[src/rtl/wb_result_arbiter.sv]
// Round-robin arbiter that funnels eight functional-unit result buses into one
// register-file write-back port through a two-entry output FIFO.
module wb_result_arbiter #(
    parameter int N_SRC  = 8,
    parameter int DATA_W = 32,
    parameter int DEST_W = 5,
    parameter int SRC_W  = $clog2(N_SRC)
) (
    input  logic                     clk,
    input  logic                     reset,
    input  logic                     flush,
    input  logic [N_SRC-1:0]         src_valid,
    input  logic [N_SRC*DEST_W-1:0]  src_dest,
    input  logic [N_SRC*DATA_W-1:0]  src_data,
    output logic [N_SRC-1:0]         src_ready,
    output logic                     wb_valid,
    input  logic                     wb_ready,
    output logic [DEST_W-1:0]        wb_dest,
    output logic [DATA_W-1:0]        wb_data,
    output logic [SRC_W-1:0]         wb_src
);

    localparam int ENT_W = SRC_W + DEST_W + DATA_W;

    logic [1:0]       count_q, count_d;
    logic [SRC_W-1:0] ptr_q, ptr_d;
    logic [ENT_W-1:0] head_q, head_d;
    logic [ENT_W-1:0] tail_q, tail_d;

    logic             grantFound;
    logic [SRC_W-1:0] grantIdx;
    logic [SRC_W-1:0] probeIdx;
    logic             canAccept;
    logic             push;
    logic             pop;
    logic [ENT_W-1:0] newEntry;

    // Rotating search: N_SRC is a power of two, so the index wraps for free.
    always_comb begin
        grantFound = 1'b0;
        grantIdx   = '0;
        probeIdx   = '0;
        for (int k = 0; k < N_SRC; k++) begin
            probeIdx = ptr_q + SRC_W'(k);
            if (!grantFound && src_valid[probeIdx]) begin
                grantFound = 1'b1;
                grantIdx   = probeIdx;
            end
        end
    end

    assign pop       = (count_q != 2'd0) && wb_ready;
    assign canAccept = (count_q < 2'd2) || pop;
    assign src_ready = (grantFound && canAccept && !flush && reset)
                       ? (N_SRC'(1) << grantIdx) : '0;
    assign push      = |src_ready;
    assign newEntry  = {grantIdx,
                        src_dest[grantIdx*DEST_W +: DEST_W],
                        src_data[grantIdx*DATA_W +: DATA_W]};

    always_comb begin
        count_d = count_q;
        ptr_d   = ptr_q;
        head_d  = head_q;
        tail_d  = tail_q;
        if (push) begin
            ptr_d = grantIdx + SRC_W'(1);
        end
        if (flush) begin
            count_d = 2'd0;
            head_d  = '0;
            tail_d  = '0;
        end else begin
            case ({push, pop})
                2'b10: begin
                    if (count_q == 2'd0) begin
                        head_d = newEntry;
                    end else begin
                        tail_d = newEntry;
                    end
                    count_d = count_q + 2'd1;
                end
                2'b01: begin
                    head_d  = tail_q;
                    count_d = count_q - 2'd1;
                end
                // Simultaneous push and pop keeps occupancy; a full FIFO shifts.
                2'b11: begin
                    if (count_q == 2'd1) begin
                        head_d = newEntry;
                    end else begin
                        head_d = tail_q;
                        tail_d = newEntry;
                    end
                end
                default: ;
            endcase
        end
    end

    always_ff @(posedge clk or negedge reset) begin
        if (!reset) begin
            count_q <= 2'd0;
            ptr_q   <= '0;
            head_q  <= '0;
            tail_q  <= '0;
        end else begin
            count_q <= count_d;
            ptr_q   <= ptr_d;
            head_q  <= head_d;
            tail_q  <= tail_d;
        end
    end

    assign wb_valid = (count_q != 2'd0);
    assign wb_src   = head_q[ENT_W-1 -: SRC_W];
    assign wb_dest  = head_q[DATA_W +: DEST_W];
    assign wb_data  = head_q[DATA_W-1:0];

endmodule

[config.mk]
export PLATFORM = sky130hd
export DESIGN_NAME = wb_result_arbiter
export DESIGN_NICKNAME = d
export VERILOG_FILES = /design/src/rtl/wb_result_arbiter.sv
export SDC_FILE = /design/constraint.sdc
export NUM_CORES = 1
export LEC_CHECK = 0
export CAP_MARGIN = 20
export CORE_UTILIZATION = 37
export CTS_BUF_LIST = sky130_fd_sc_hd__clkbuf_16
export DETAILED_ROUTE_END_ITERATION = 6
export PLACE_DENSITY = 0.86
export SLEW_MARGIN = 20
export SYNTH_ARGS = -nofsm -noshare
export SYNTH_HDL_FRONTEND = slang
export SYNTH_SLANG_ARGS = --single-unit
export TNS_END_PERCENT = 30
[constraint.sdc]
create_clock -name clk -period 6 [get_ports clk]
set_input_delay 1.8 -clock clk [delete_from_list [all_inputs] [get_ports clk]]
set_output_delay 1.8 -clock clk [all_outputs]
set_load 0.005 [all_outputs]
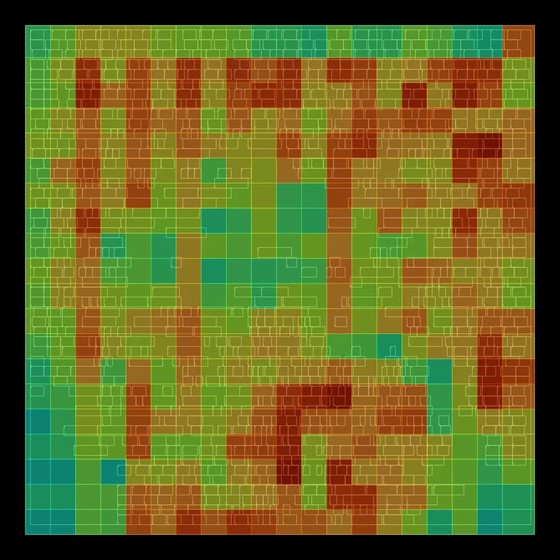
run_1/congestion.png
met3 layer usage reported by global route: 5.37%
all-layer global routing usage: 26.6%

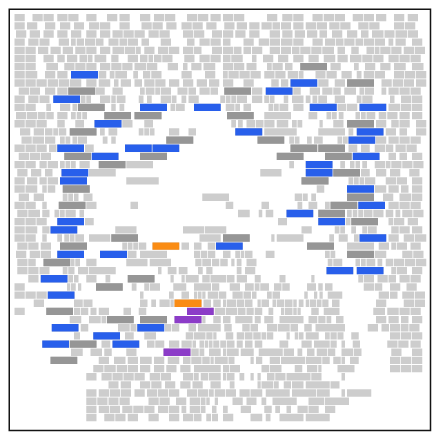
run_1/flops_by_reg.png
Drawn at 3 px/µm.
Key: orange = `count_q` [flops 2]; purple = `ptr_q` [flops 3]; blue = `head_q` [flops 40]
Another 40 sequential cells are not coloured.

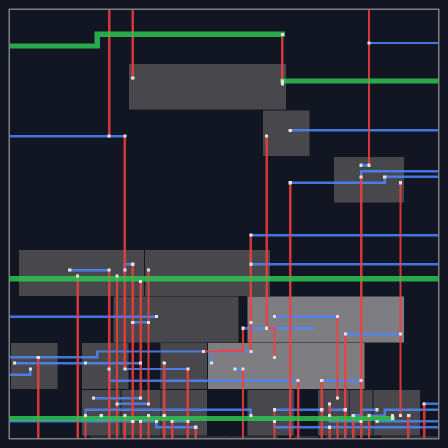
run_1/detail.png
Region (57, 57) to (82, 82) µm. Cells in grey, sequential cells in the stronger grey; small squares are vias.
Key: red = metal 2; blue = metal 1; green = metal 3
Netlist names of flops here include `head_q` (1), `tail_q` (1). Sequential cells in the window: 2. Most frequent: buf_4 (6), dfrtp_1 (2), buf_12 (2). 18 logic cells have their middle in the window.

==> run summary, run 1 <==
Results of the implementation run.

In the finished design the tool counted flip-flops and latches totalling 85. The buffer depth of the longest clock path is 2. The worst clock skew on the final layout came out at 0.0119 ns.

The type of the worst setup path is input port to output pin. STA lists the endpoint of the worst register-to-register path as tail_q[22]$_DFFE_PN0P_. The initial antenna violation count is 0. Looking at the clock tree report, the H-tree level count equals 3.

The number of nets handed over by synthesis was 1,045. The layer flagged by global routing as most heavily used is met2. According to the finish report, the design has a final net count of 1,424. Ranked by instance count, the synthesized netlist is headed by mux2i_1, dfrtp_1, nand3_1, o21ai_1, mux2_2.

The cell family contributing the most delay on the critical path is multiplexers. Per the OpenROAD floorplan log, the width of the die is 140 µm. Data on the critical path is required at its endpoint by 4.20 ns. The count of library flops with an enable pin is 0. After routing the design area is 11,600 µm². The worst setup slack after placement came out at -0.813 ns. The number of cell rows is 50.

The number of OpenROAD warnings is 30. The final RePlAce weighted congestion came out at 0.859. Max-cap violations in this run came to 0. The number of logic gates came out at 566. The instance area after placement came out at 11,200 µm².

STA classifies the critical path startpoint as an input port. Measured against its own limit, the worst slew margin works out to 42.8%. The critical path startpoint is src_valid[5]. The master cell of the clock root buffer is clkbuf_16.

The number of cell instances after yosys synthesis came out at 731. For this run the aggregate overflow at the end of global routing stands at 0. In the final layout, the registers with the most flip-flops are head_q (40), tail_q (40), ptr_q (3). The report shows a maximum critical-path fanout of 5. The number of cells on the critical path is 13.

The die height is 140 µm. The final reports fail on negative setup slack. The fraction of final layout cells sized beyond drive strength 1 is 17.8%.

Looking at hold timing, the worst path starts from head_q[35]$_DFFE_PN0P_. For this run, global-route usage on met2 was measured as 46.3%. Setup repair after global routing could not meet its margin everywhere. The tap cell count is 234. The cell count after synthesis came out at 731. The worst hold path belongs to the class flop to flop. Entering global routing, the biggest net connects 68 pins. The summed standard-cell area reported by yosys came out at 7040 µm².

The cell sequence reported for the critical path is buf_4 -> mux4_2 -> mux2i_4 -> buf_4 -> a32o_2 -> a221oi_2 -> a311oi_2 -> o21a_1 -> nor2_2 -> buf_6 -> ha_4 -> and2_1 -> buf_2. The routed layout has 7,554 vias. The start of the worst register-to-register path is ptr_q[0]$_DFFE_PN0N_. The layout report lists the multi-input gate area as 4630 µm².

The routed wire length on met2 is 13,200 µm. For this run, the slowest stage of the critical path takes 0.57 ns. The clock transition at the registers of the reported paths is 0.05 ns. The total routed wire length on the met1 layer is 11,200 µm. The iteration tally of the first detailed-router pass came out at 5. The global-route wire length before repair came out at 40,700 µm. The fraction of area in non-clock buffers is 36.3%. The number of I/O pins is 357. The maximum clock frequency is 0.166 GHz. The signed area change from the synthesized netlist to the final layout is 65.0%. The number of warnings printed during yosys synthesis came out at 0. The tally of unique sky130hd cells used after synthesis came out at 58. Per the repair_timing log after CTS, setup buffers inserted total 7.

The number of clock sinks seen by CTS came out at 85. Hold-check failures listed in the final report amount to 0. Per the synth stats, the flop cell with the highest instance count is dfrtp_1.

The post-synthesis instance area came out at 7040 µm². STA shows the worst reg2reg path with a cell count of 17. The floorplan-stage core utilization is 37.6%. The most repeated library cell on the critical path is buf_4. Measured on the finished design, the core utilization comes to 62.1%. The leakage power summed over all cells is 4.89 nW. After detailed routing, the average wire length per cell comes to 19.7 µm.

The layout clock buffer count came out at 9. The worst-case register-to-register setup slack is 0.89 ns. The hold buffer count at CTS is 0.

The cell type that accounts for the most area after synthesis is dfrtp_1. The number of buffers other than clock buffers in the final layout is 436. In the post-synthesis netlist, the biggest area contributors are dfrtp_1, mux2i_1, mux2_2. The number of storage elements in the synthesis netlist is 85. The post-route fraction of the period consumed by the critical path is 100%.

Clock latency on the worst-skew pair, taken at its later pin, is 0.34 ns. TritonCTS built the clock tree. After clock tree synthesis, the repair step resized 72 gates. The path with the worst hold slack has its endpoint at head_q[35]$_DFFE_PN0P_. The final count of pins violating max slew came out at 0.

The measured slew at the worst slew-check pin came out at 0.858 ns. During placement, the flow inserted port buffers numbering 356. The top layer used by detailed routing is met4. The worst setup path is captured at an output pin. The final-report setup violation count came out at 2. By instance count after routing, the leading logic cell type is clkdlybuf4s50_1. The report gives the cell count of the worst hold path as 2. The top cell types in the final layout, fill and taps aside, are clkdlybuf4s50_1, mux2i_1, dfrtp_1, buf_4, nand3_1.

The script reports the combined buffer and inverter count of the critical path as 4. The HPWL after detailed placement is 20,300 µm. The fraction of cell area in sequential cells is reported as 18.3%. The total die area came out at 19,600 µm². Summing internal, switching and leakage power gives 9.22 mW. The power density over the cells is 794 nW/µm². The proportion of register bits with asynchronous set or reset after synthesis came out at 100%.

Of the synthesized area, sequential elements account for 30.2%. The minimum clock period after layout is 6.01 ns. The final layout contains routed wiring with a total length of 26,500 µm. Buffers inserted during clock tree synthesis total 9. The worst hold-check slack is 0.490 ns. The DRC violation total after the first TritonRoute iteration is 366. The most critical setup path has its endpoint at src_ready[7]. The run finished, with violations left. The biggest cell category by area in the final layout is multi-input combinational cells. The detailed-routed wire length on met3 came out at 1540 µm. Across the whole layout, multi-input logic makes up 39.9% of the cell area. The flip-flop and latch area came out at 2130 µm². The final worst-path setup slack is -0.00773 ns. The average cell area after synthesis came out at 9.63 µm². The top cell type by area accounts for 30.2% of the synthesized area.

The via count of the first global-routing pass was 7,527. Per the detail_route report, DRC violations left total 0. The critical path's slowest stage uses the library cell mux4_2.

Looking at the gate-level netlist, the highest instance count belongs to mux2i_1. The number of vias per cell is 5.60. The worst path arrival time came out at 4.21 ns.

The met1 routing resource usage after global routing is 33.1%. Nets still carrying antenna violations after routing amount to 0. Clock tree buffers and inverters occupy 2.64% of the routed design's cell area. The layout has 12 inverters outside the clock class. The largest voltage drop on the vdd net came out at 0.000999 V. Per the layout report, the design carries 1,523 filler cells. The area of the placeable core came out at 18,700 µm². The diode insertion count for antenna repair came out at 0.
run 1: where the power goes:
group / switching, mW / total [mW] / internal, mW
clock: 0.216 / 0.575 / 0.359
combinational: 4.10 / 7.69 / 3.59
sequential: 0.126 / 0.951 / 0.824
run 1: cells by family after synthesis:
group                    count (synthesis)  share of synthesized area (%)
XOR/XNOR                                 5                          0.622
flip-flops                              85                           30.2
multiplexers                           199                           30.9
buffers and inverters                   80                           5.58
AND/OR/NAND/NOR                        141                           9.83
AND-OR/OR-AND                          215                           21.7
adder cells (fa/ha/maj)                  6                           1.07
run 1: through the flow:
step | cells | TNS [ns]
after global routing | 1348 | -0.430
after CTS | 1344 | 0
final | 1348 | -0.00795
after global placement | 1322 | -16.74
after floorplan | 731 | 0
after detailed placement | 1322 | -15.15
## Run 2: what changed since run 1
Settings changed: PLACE_DENSITY 0.86 to 0.82.
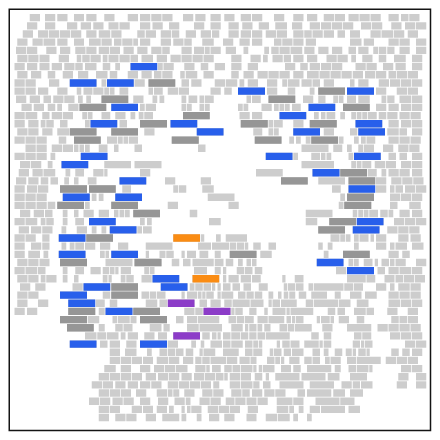
run_2/flops_by_reg.png
Drawn at 3 px/µm.
Key: blue = `head_q` [flops 40]; orange = `count_q` [flops 2]; purple = `ptr_q` [flops 3]
sequential power: 0.954 mW
utilization after layout: 62.4%

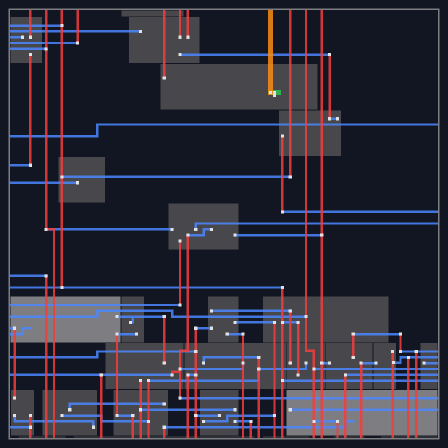
run_2/detail.png
Region (57, 57) to (82, 82) µm. Cells in grey, sequential cells in the stronger grey; small squares are vias.
Key: red = metal 2; orange = metal 4; blue = metal 1; green = metal 3
20 logic cells have their middle in the window. Most frequent: xnor2_1 (2), dfrtp_1 (2), buf_4 (2). Netlist names of flops here include `count_q` (1), `tail_q` (1). Sequential cells in the window: 2.

==> run summary, run 2 <==
Results of the implementation run.

The multiplexer area fraction after synthesis came out at 30.9%. The H-tree depth reported by CTS is 3. The cell count after synthesis came out at 731. The net total in the final layout is 1,427.

The total die area is 19,600 µm². The floorplan-stage core utilization came out at 37.6%. The proportion of register bits with asynchronous set or reset after synthesis is 100%. Counting every net in the synthesized netlist gives 1,045. In the finished design, the share of the clock period the worst path needs comes to 102%. Once synthesis finished, the tally of register bits stood at 85. The count of placed standard cells in the final layout, fillers left out came out at 1,353. The number of cell rows came out at 50. Headroom to the max-slew limit came out at 35.5%.

The top cell type by total area after synthesis is dfrtp_1. The largest incremental delay on the critical path is 0.56 ns. The worst-skew pair later-pin latency is 0.33 ns. The clock network power reported by the tool is 0.557 mW. The largest individual stage delay along the critical path comes from the cell mux4_2. The cell area after layout is 11,700 µm². The placement stage leaves a total instance area of 11,100 µm².

STA lists the startpoint of the worst hold path as head_q[22]$_DFFE_PN0P_. The logic area came out at 4720 µm². The dominant register cell is dfrtp_1.

The flow reports that combinational logic draws 83.7% of the design power. Yosys reports that the leading cell type by area covers 30.2% of the netlist area. In the final report, the number of pins over their slew limit comes to 0. The power in combinational cells is 7.77 mW.

The area of the placeable core came out at 18,700 µm². In this run, flip-flops and latches consume 10.3% of the power. The number of cells upsized or downsized after cts came out at 89. The final-report setup violation count is 2.

The reported max-cap violation count is 0. VDD sags by at most 0.00137 V. The power density over the cells came out at 795 nW/µm². The cell-internal power is 4.79 mW. The number of endpoints with negative hold slack in the final report is 0. The tree built by TritonCTS fans out to 85 sinks. STA lists the startpoint of the worst register-to-register path as ptr_q[0]$_DFFE_PN0N_. The post-synthesis simple-gate area fraction came out at 9.83%. STA classifies the critical path startpoint as an input port.

Of the total power, the share spent switching nets is 48.5%. The flip-flop and latch area is 2130 µm². Leaving out fill and tap cells, the most frequent cells in the layout are clkdlybuf4s50_1, mux2i_1, dfrtp_1, buf_4, nand3_1. The via count of the first global-routing pass is 7,385. On the worst setup and hold paths after CTS, the clock-pin slew comes to 0.07 ns. The hold buffer count at CTS is 0. The routed design uses 13,300 µm of met2 wire.

The buffer depth of the longest clock path is 2. Among all cell types in the netlist, the one instantiated most often is mux2i_1. The depth of the worst register-to-register path came out at 18.

After Yosys synthesis, full adders, half adders and majority gates account for 1.07% of the synthesized area. The count of library flops with an enable pin came out at 0. Ranked by total cell area, the synthesized netlist is headed by dfrtp_1, mux2i_1, mux2_2. The measured slew at the worst slew-check pin came out at 0.966 ns. Traced cell by cell, the critical path runs through buf_8 -> mux4_2 -> buf_6 -> a21oi_4 -> nand4_1 -> buf_4 -> nor4_4 -> o21ai_2 -> and2_4 -> nor2_4 -> ha_2 -> and2_4 -> buf_6. The worst hold path stage count is 2.

The detailed-placement wirelength estimate is 19,200 µm. The count of antenna-violating nets left after detailed routing is 0. The global-route wire length before repair is 39,800 µm.

The parity-gate share of the synthesized area counting xor and xnor cells came out at 0.622%. The master cell of the clock root buffer is clkbuf_16. The post-synthesis instance area is 7040 µm².

The initial antenna violation count is 1. The worst path arrival time came out at 4.29 ns. The die height is 140 µm. The leakage power summed over all cells is 4.89 nW. In the final run the clock tree shows a worst skew of 0.0109 ns. The number of remaining DRC errors came out at 0.

The detailed-routed wire length on met3 is 1660 µm. Global route summary, busiest routing layer listed as met2. The tightest min-delay check is of the flop to flop type. The CTS buffer count came out at 9. The critical path data required time came out at 4.20 ns. The placement report lists the number of port buffers as 356. Setup repair after global routing could not meet its margin everywhere. The tally of unique sky130hd cells used after synthesis is 58. The total grt overflow is 0. The total routed wire length on the met1 layer came out at 10,700 µm. The maximum number of pins on one net before global-route repair is 128. After detailed routing, no signal wire sits above met4.

The largest registers in the layout are head_q (40), tail_q (40), ptr_q (3). The worst setup slack after placement is -0.826 ns. For this block, the initial DRC count from the detailed router was 399.

Yosys reports that the most numerous cell types are mux2i_1, dfrtp_1, nand3_1, o21ai_1, mux2_2. The worst setup path is of the input port to output pin kind. The share of synthesized area occupied by flip-flops and latches is 30.2%.

STA classifies the critical path endpoint as an output pin. The number of post-CTS setup repair buffers came out at 18. The final routed wirelength across all metal layers came out at 26,200 µm. The maximum clock frequency is 0.164 GHz. The iteration tally of the first detailed-router pass is 5. The die outline width is 140 µm. The final RePlAce weighted congestion came out at 0.874. The warning tally printed by Yosys for this design is 0. The clock power share is 6.0%.

The and-or/or-and share of the synthesized area came out at 21.7%. The script extracted a net switching power of 4.50 mW. A synthesized cell averages 9.63 µm². Per STA, the worst path accumulates the most delay in the family simple AND/OR/NAND/NOR gates. The flow ran to the end, but the final reports show violations. The top fanout value on the critical path came out at 5.

The summed standard-cell area reported by yosys came out at 7040 µm². The number of vias per cell came out at 5.57. The checks that failed: negative setup slack. After layout, the worst setup slack is -0.0925 ns. Subtracting the final worst setup slack from the clock period gives 6.09 ns. Together, buffers and inverters on the worst path number 4. The number of cell instances after yosys synthesis came out at 731. The worst-case register-to-register setup slack is 1.04 ns.

The setup TNS came out at -0.170 ns. The launch point of the critical path was reported as src_valid[6]. Per the detail_route report, the via count comes to 7,538.

For hold timing, the worst endpoint is head_q[22]$_DFFE_PN0P_. The final layout report lists a filler cell count of 1,578. The number of placed instances, taps included, is 1,313.

Per report_power, the top consumer among the power groups is combinational cells. The most frequent standard cell in the layout excluding fill and tap cells is clkdlybuf4s50_1. Per the timing report, the most critical flop-to-flop path finishes at head_q[35]$_DFFE_PN0P_.

The number of cells on the critical path came out at 13. The worst hold-check slack is 0.499 ns. The total power draw is 9.28 mW. Grouping non-sequential cells by family puts the most area in multiplexers. The CTS tree is yes. In this run the tools logged warnings totalling 34. The signed area change from the synthesized netlist to the final layout came out at 66.0%.

The number of I/O pins came out at 357. In this run the worst setup path terminates at src_ready[7]. The fraction of final layout cells sized beyond drive strength 1 came out at 19.4%.
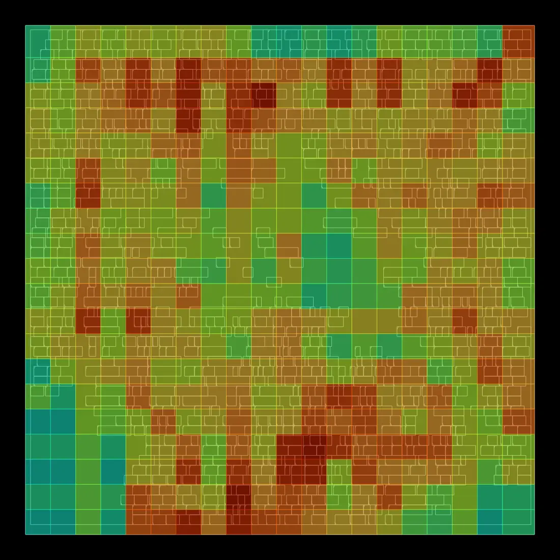
run_2/congestion.png
met3 layer usage reported by global route: 5.26%
met1 routing resource usage after global routing: 32.3%
average routed wire per standard cell: 19.4 µm
all-layer global routing usage: 25.8%
fraction of met2 tracks used by global routing: 45.5%

[run 2: cell families (layout without fill, tap and decap cells)]
kind of cell,count (synthesis),after routing
DFF,85,85
AOI/OAI and AO/OA,215,215
xor gates and xnor gates,5,5
buffers and inverters,80,467
other,0,1
muxes,199,199
and+or+nand+nor,141,141
adders and majority gates,6,6
[run 2: area by class of cell]
class / instances / area share, %
clock buffer: 9 / 1.93
sequential: 85 / 18.2
clock inverter: 7 / 0.632
tap: 234 / 2.51
antenna: 1 / 0.0214
multi-input combinational: 566 / 40.4
timing repair buffer: 439 / 35.9
inverter: 12 / 0.386
Power figures rest on the tool's default switching activity, not on a simulated workload.
